$ cat config.mk
export PLATFORM = sky130hd
export DESIGN_NAME = imem_arbiter
export DESIGN_NICKNAME = d
export VERILOG_FILES = /design/src/rtl/imem_arbiter.sv
export SDC_FILE = /design/constraint.sdc
export NUM_CORES = 1
export LEC_CHECK = 0
export ABC_AREA = 1
export CELL_PAD_IN_SITES_DETAIL_PLACEMENT = 0
export CELL_PAD_IN_SITES_GLOBAL_PLACEMENT = 1
export CORE_MARGIN = 8
export CORE_UTILIZATION = 25
export CTS_CLUSTER_DIAMETER = 50
export CTS_CLUSTER_SIZE = 40
export DETAILED_ROUTE_END_ITERATION = 8
export GPL_ROUTABILITY_DRIVEN = 0
export PLACE_DENSITY_LB_ADDON = 0.1
export SKIP_LAST_GASP = 1
export SYNTH_ARGS = -nofsm -noshare
export SYNTH_HDL_FRONTEND = slang
export SYNTH_SLANG_ARGS = --single-unit
$ cat constraint.sdc
create_clock -name clk -period 5.7 [get_ports clk]
set_input_delay 1.71 -clock clk [delete_from_list [all_inputs] [get_ports clk]]
set_output_delay 1.71 -clock clk [all_outputs]
set_load 0.02 [all_outputs]
$ cat src/rtl/imem_arbiter.sv
// Instruction-memory port arbiter: shares one memory port between a loader
// (writes) and an instruction fetcher (reads) with round-robin tie breaking.
module imem_arbiter #(
   parameter int ADDR_W = 12,
   parameter int DATA_W = 16
) (
   input  logic              clk,
   input  logic              rst,
   input  logic              ld_req,
   input  logic [ADDR_W-1:0] ld_addr,
   input  logic [DATA_W-1:0] ld_data,
   input  logic              ld_lock,
   output logic              ld_gnt,
   input  logic              f_req,
   input  logic [ADDR_W-1:0] f_addr,
   output logic              f_gnt,
   output logic              f_valid,
   output logic [DATA_W-1:0] f_data,
   output logic              we_IM,
   output logic [ADDR_W-1:0] addIM,
   output logic [DATA_W-1:0] dataIM,
   input  logic [DATA_W-1:0] outIM,
   output logic [ADDR_W:0]   ld_cnt,
   output logic              busy
);

   localparam logic [ADDR_W:0] CNT_MAX = {1'b1, {ADDR_W{1'b0}}};

   typedef enum logic [1:0] {IDLE, WR, RD, RDW} state_t;

   state_t state, state_next;
   logic   pri;
   logic   elig_ld, elig_f, contested;

   always_comb begin
      state_next = state;
      ld_gnt     = 1'b0;
      f_gnt      = 1'b0;
      elig_ld    = ld_req & ~ld_lock;
      elig_f     = f_req;
      contested  = 1'b0;
      case (state)
         IDLE: begin
            // rst gating keeps grants low while the async reset is held
            if (!rst) begin
               contested = elig_ld & elig_f;
               if (contested) begin
                  ld_gnt = pri;
                  f_gnt  = ~pri;
               end else begin
                  ld_gnt = elig_ld;
                  f_gnt  = elig_f;
               end
            end
            if (ld_gnt)
               state_next = WR;
            else if (f_gnt)
               state_next = RD;
         end
         WR:      state_next = IDLE;
         RD:      state_next = RDW;
         RDW:     state_next = IDLE;
         default: state_next = IDLE;
      endcase
   end

   always_ff @(posedge clk or posedge rst) begin
      if (rst) begin
         state   <= IDLE;
         pri     <= 1'b0;
         we_IM   <= 1'b0;
         addIM   <= '0;
         dataIM  <= '0;
         f_valid <= 1'b0;
         f_data  <= '0;
         ld_cnt  <= '0;
      end else begin
         state <= state_next;
         if (contested)
            pri <= ~pri;
         we_IM <= ld_gnt;
         if (ld_gnt) begin
            addIM  <= ld_addr;
            dataIM <= ld_data;
         end else if (f_gnt) begin
            addIM <= f_addr;
         end
         // memory read data for the address presented in RD is on outIM in RDW
         f_valid <= (state == RDW);
         if (state == RDW)
            f_data <= outIM;
         if (ld_gnt && (ld_cnt != CNT_MAX))
            ld_cnt <= ld_cnt + 1'b1;
      end
   end

   assign busy = (state != IDLE);

endmodule
**Routed metal, one colour a layer**

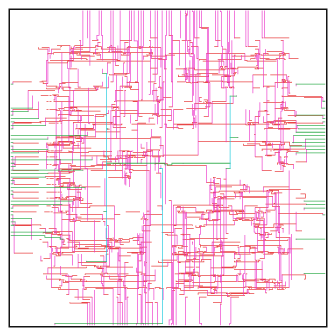
M2 -> magenta  # wire length 4320 um
M1 -> red  # wire length 3830 um
M4 -> cyan  # wire length 165 um
M3 -> green  # wire length 614 um
total via count after detailed routing: 2724
wire length per cell after detailed routing: 13.4 um

**Placement by cell class**

Fill, decap, tap and diode cells in grey.
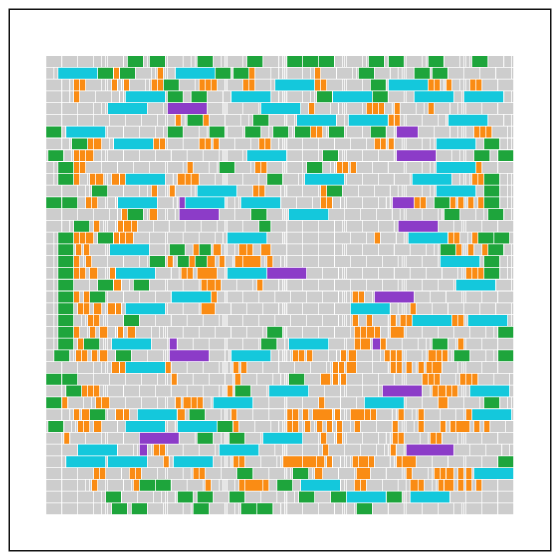
remaining logic cells -> orange  # cells 317, share of their area 30%
remaining buffers and delay cells -> green  # cells 126, share of their area 28%
clock drivers and dummy loads -> purple  # cells 16, share of their area 6.8%
registers -> cyan  # cells 62, share of their area 35%
utilization after layout: 40.3%
Std-Cell Rows: 39
Floorplan Core Area: 0.0115 mm^2
summed area of non-filler cells in the final layout: 0.00462 mm^2
flop share of the area: 33.6%

**I/O pins on the die edge**

Pins as bars across the die edge, other pins in grey.
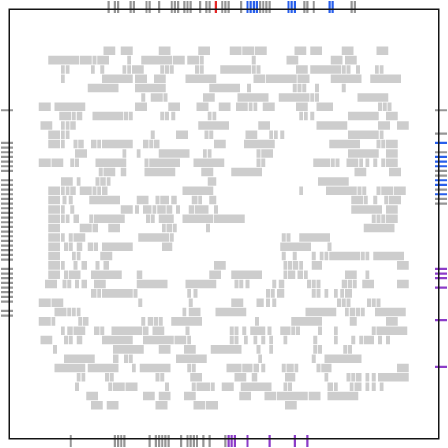
`outIM` -> blue  # pins 16, direction input, edge 9 north, 7 east
`ld_gnt` -> red  # pins 1, direction output, edge north
`ld_cnt` -> purple  # pins 13, direction output, edge 7 south, 6 east
all pins by edge = 40 north, 36 west, 26 south, 21 east
I/O Buffers: 122
DIE HEIGHT: 125 um
die extent in x: 125 um

**Clock network drawn from the DEF**

Scale bar: 20 um.
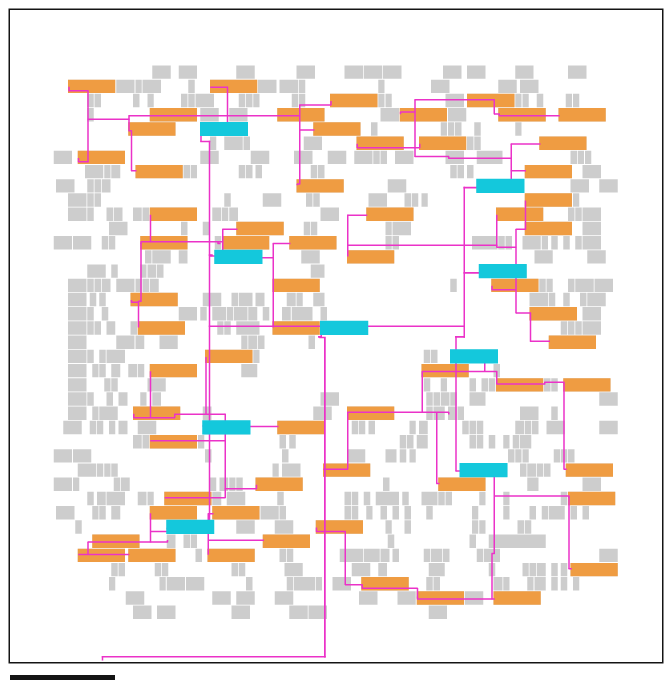
clock wires -> magenta  # length 1040 um
clock-net drivers -> cyan  # count 9
flip-flops -> orange  # count 62
routed clock nets = 10
flops lie = widely spread
clock latency on the worst-skew pair: 0.33 ns
Fin Clk Skew: 0.00484 ns
Clock Power: 551 uW
Clk network pwr share: 25.4%

**Cell outlines without signal wires**

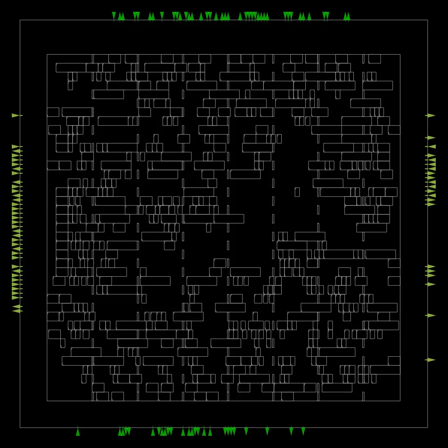
number of fill cells: 1181
tapcell count: 143
Finished Layout Cells: 664
total number of sequential cells: 62

==> out/metrics.yaml <==
logic_synthesis:
  ys_warn_count: 0
  ys_types: 21
  asyncSetResetFlopFracSynth_pct: 100
  synth_chip_area_mm2: 0.00296
  post_synth_main_logic_family: "simple AND/OR/NAND/NOR gates"
  yosys.cell_count.top_type: "nand2_1"
  synth.area.top_cells: "dfrtp_1 (52%), nand2_1 (25%), inv_1 (5.6%)"
  top_cells_by_count: "nand2_1 (198), dfrtp_1 (62), inv_1 (44)"
  synthesis.area_per_instance_um2: 7.55
  enable_flop_cells: 0
  yosysCellCount: 392
  synth_flop_count: 62
  synth.top_cell.area_share_pct: 52.5
  fp_nets: 455
  muxShareOfSynthArea_pct: 0
  yosys.stat.seqShare_pct: 52.5
  synth_compound_gate_area_share_pct: 0.677
global_route:
  grt.met2_usage_pct: 19.3
  grt_pass1_vias: 2774
  global_route.overflow_total: 0
  grt_max_degree: 64
  grt_most_used_layer: "met2"
  m1_gr_usage_pct: 13.2
  grt_use_total_pct: 11.8
layout:
  design.final.nets: 579
  clock_tree_area_fraction_pct: 6.53
  layout_top_cell: "nand2_1"
  seq_area_mm2: 0.00155
  insertedDiodeCount: 0
  bufAreaShareNonClock_pct: 27.1
  num-nonclk-buffers: 126
  comb_total_area_pct: 25.0
  area_growth_syn_to_layout_pct: 56.0
setup_path:
  r2r_start: "state[0]"
  setup.worst_path.end_class: "output pin"
  timing.critical_path.buf_inv: 3
  critical_path_arrival_ns: 3.25
  worst_flop_to_flop_path_endpoint: "ld_cnt[3]"
  critical_path.cell_chain: "clkdlybuf4s50_1 -> inv_1 -> nor2_4 -> nand3_1 -> nor2_2 -> clkdlybuf4s50_1"
  rr_worst_depth: 8
  timing.critical_path.slowest_cell_delay_ns: 0.64
  path_common_cell: "clkdlybuf4s50_1"
  crit_path_end: "ld_gnt"
  reg2reg_slack_ns: 3.81
  cp_max_fo: 4
  kind_of_cell_adding_the_most_delay_to_the_critical_path: "buffers and inverters"
  critical_path.startpoint_type: "input pin"
place:
  post-dp-hpwl_um: 6330
  post_place_cells: 648
  preCtsSetupSlack_ns: 0.695
drt:
  met3_length_um: 613
  detail_route.vias_per_cell: 4.10
  drt_iter0_markers: 127
  drcViolationCount: 0
  wirelength_um: 8930
  wl_met2_um: 4320
power:
  seq_power_share_pct: 32.9
  power_leader: "combinational logic"
  leakage_uw: 0.00231
  ir_worst_vdd_v: 0.000220
  p_int_uw: 1390
  power_per_cell_area_mw_per_mm2: 470
  power.sequential.total_uw: 714
  post-layout-total-power_uw: 2170
  pg_comb_uw: 905
clocking:
  numClockSinks: 62
  tritoncts: "done"
  cts.repair_timing.setup_buffer_count: 0
  clkSlewWorstSetupHoldPaths_ns: 0.05
  cts-buffers-inserted: 9
  cts_max_level: 3
  clockRootBuffer: "clkbuf_16"
  holdBufCountCts: 0
  clock_path_buffers: 2
floorplan:
  fp_util_pct: 25.8
  chipArea_mm2: 0.0156
hold_path:
  worstHoldPathType: "flip-flop to flip-flop"
  min_delay_worst_endpoint: "dataIM[4]"
status:
  outcome: "finished, final reports clean"
final_timing:
  hold-worst-slack_ns: 0.475
  rsz0062_at_grt: "false"
  setup_total_negative_slack_ns: 0
  worst_slew_pin_slew_ns: 0.828
  timing.final.hold_violations: 0
  slew_headroom_pct: 44.8
  slew_viol_final: 0
flow_run:
  cap_viol_max_count: 0
No activity file was given, so power comes from the tool's default toggle rates.
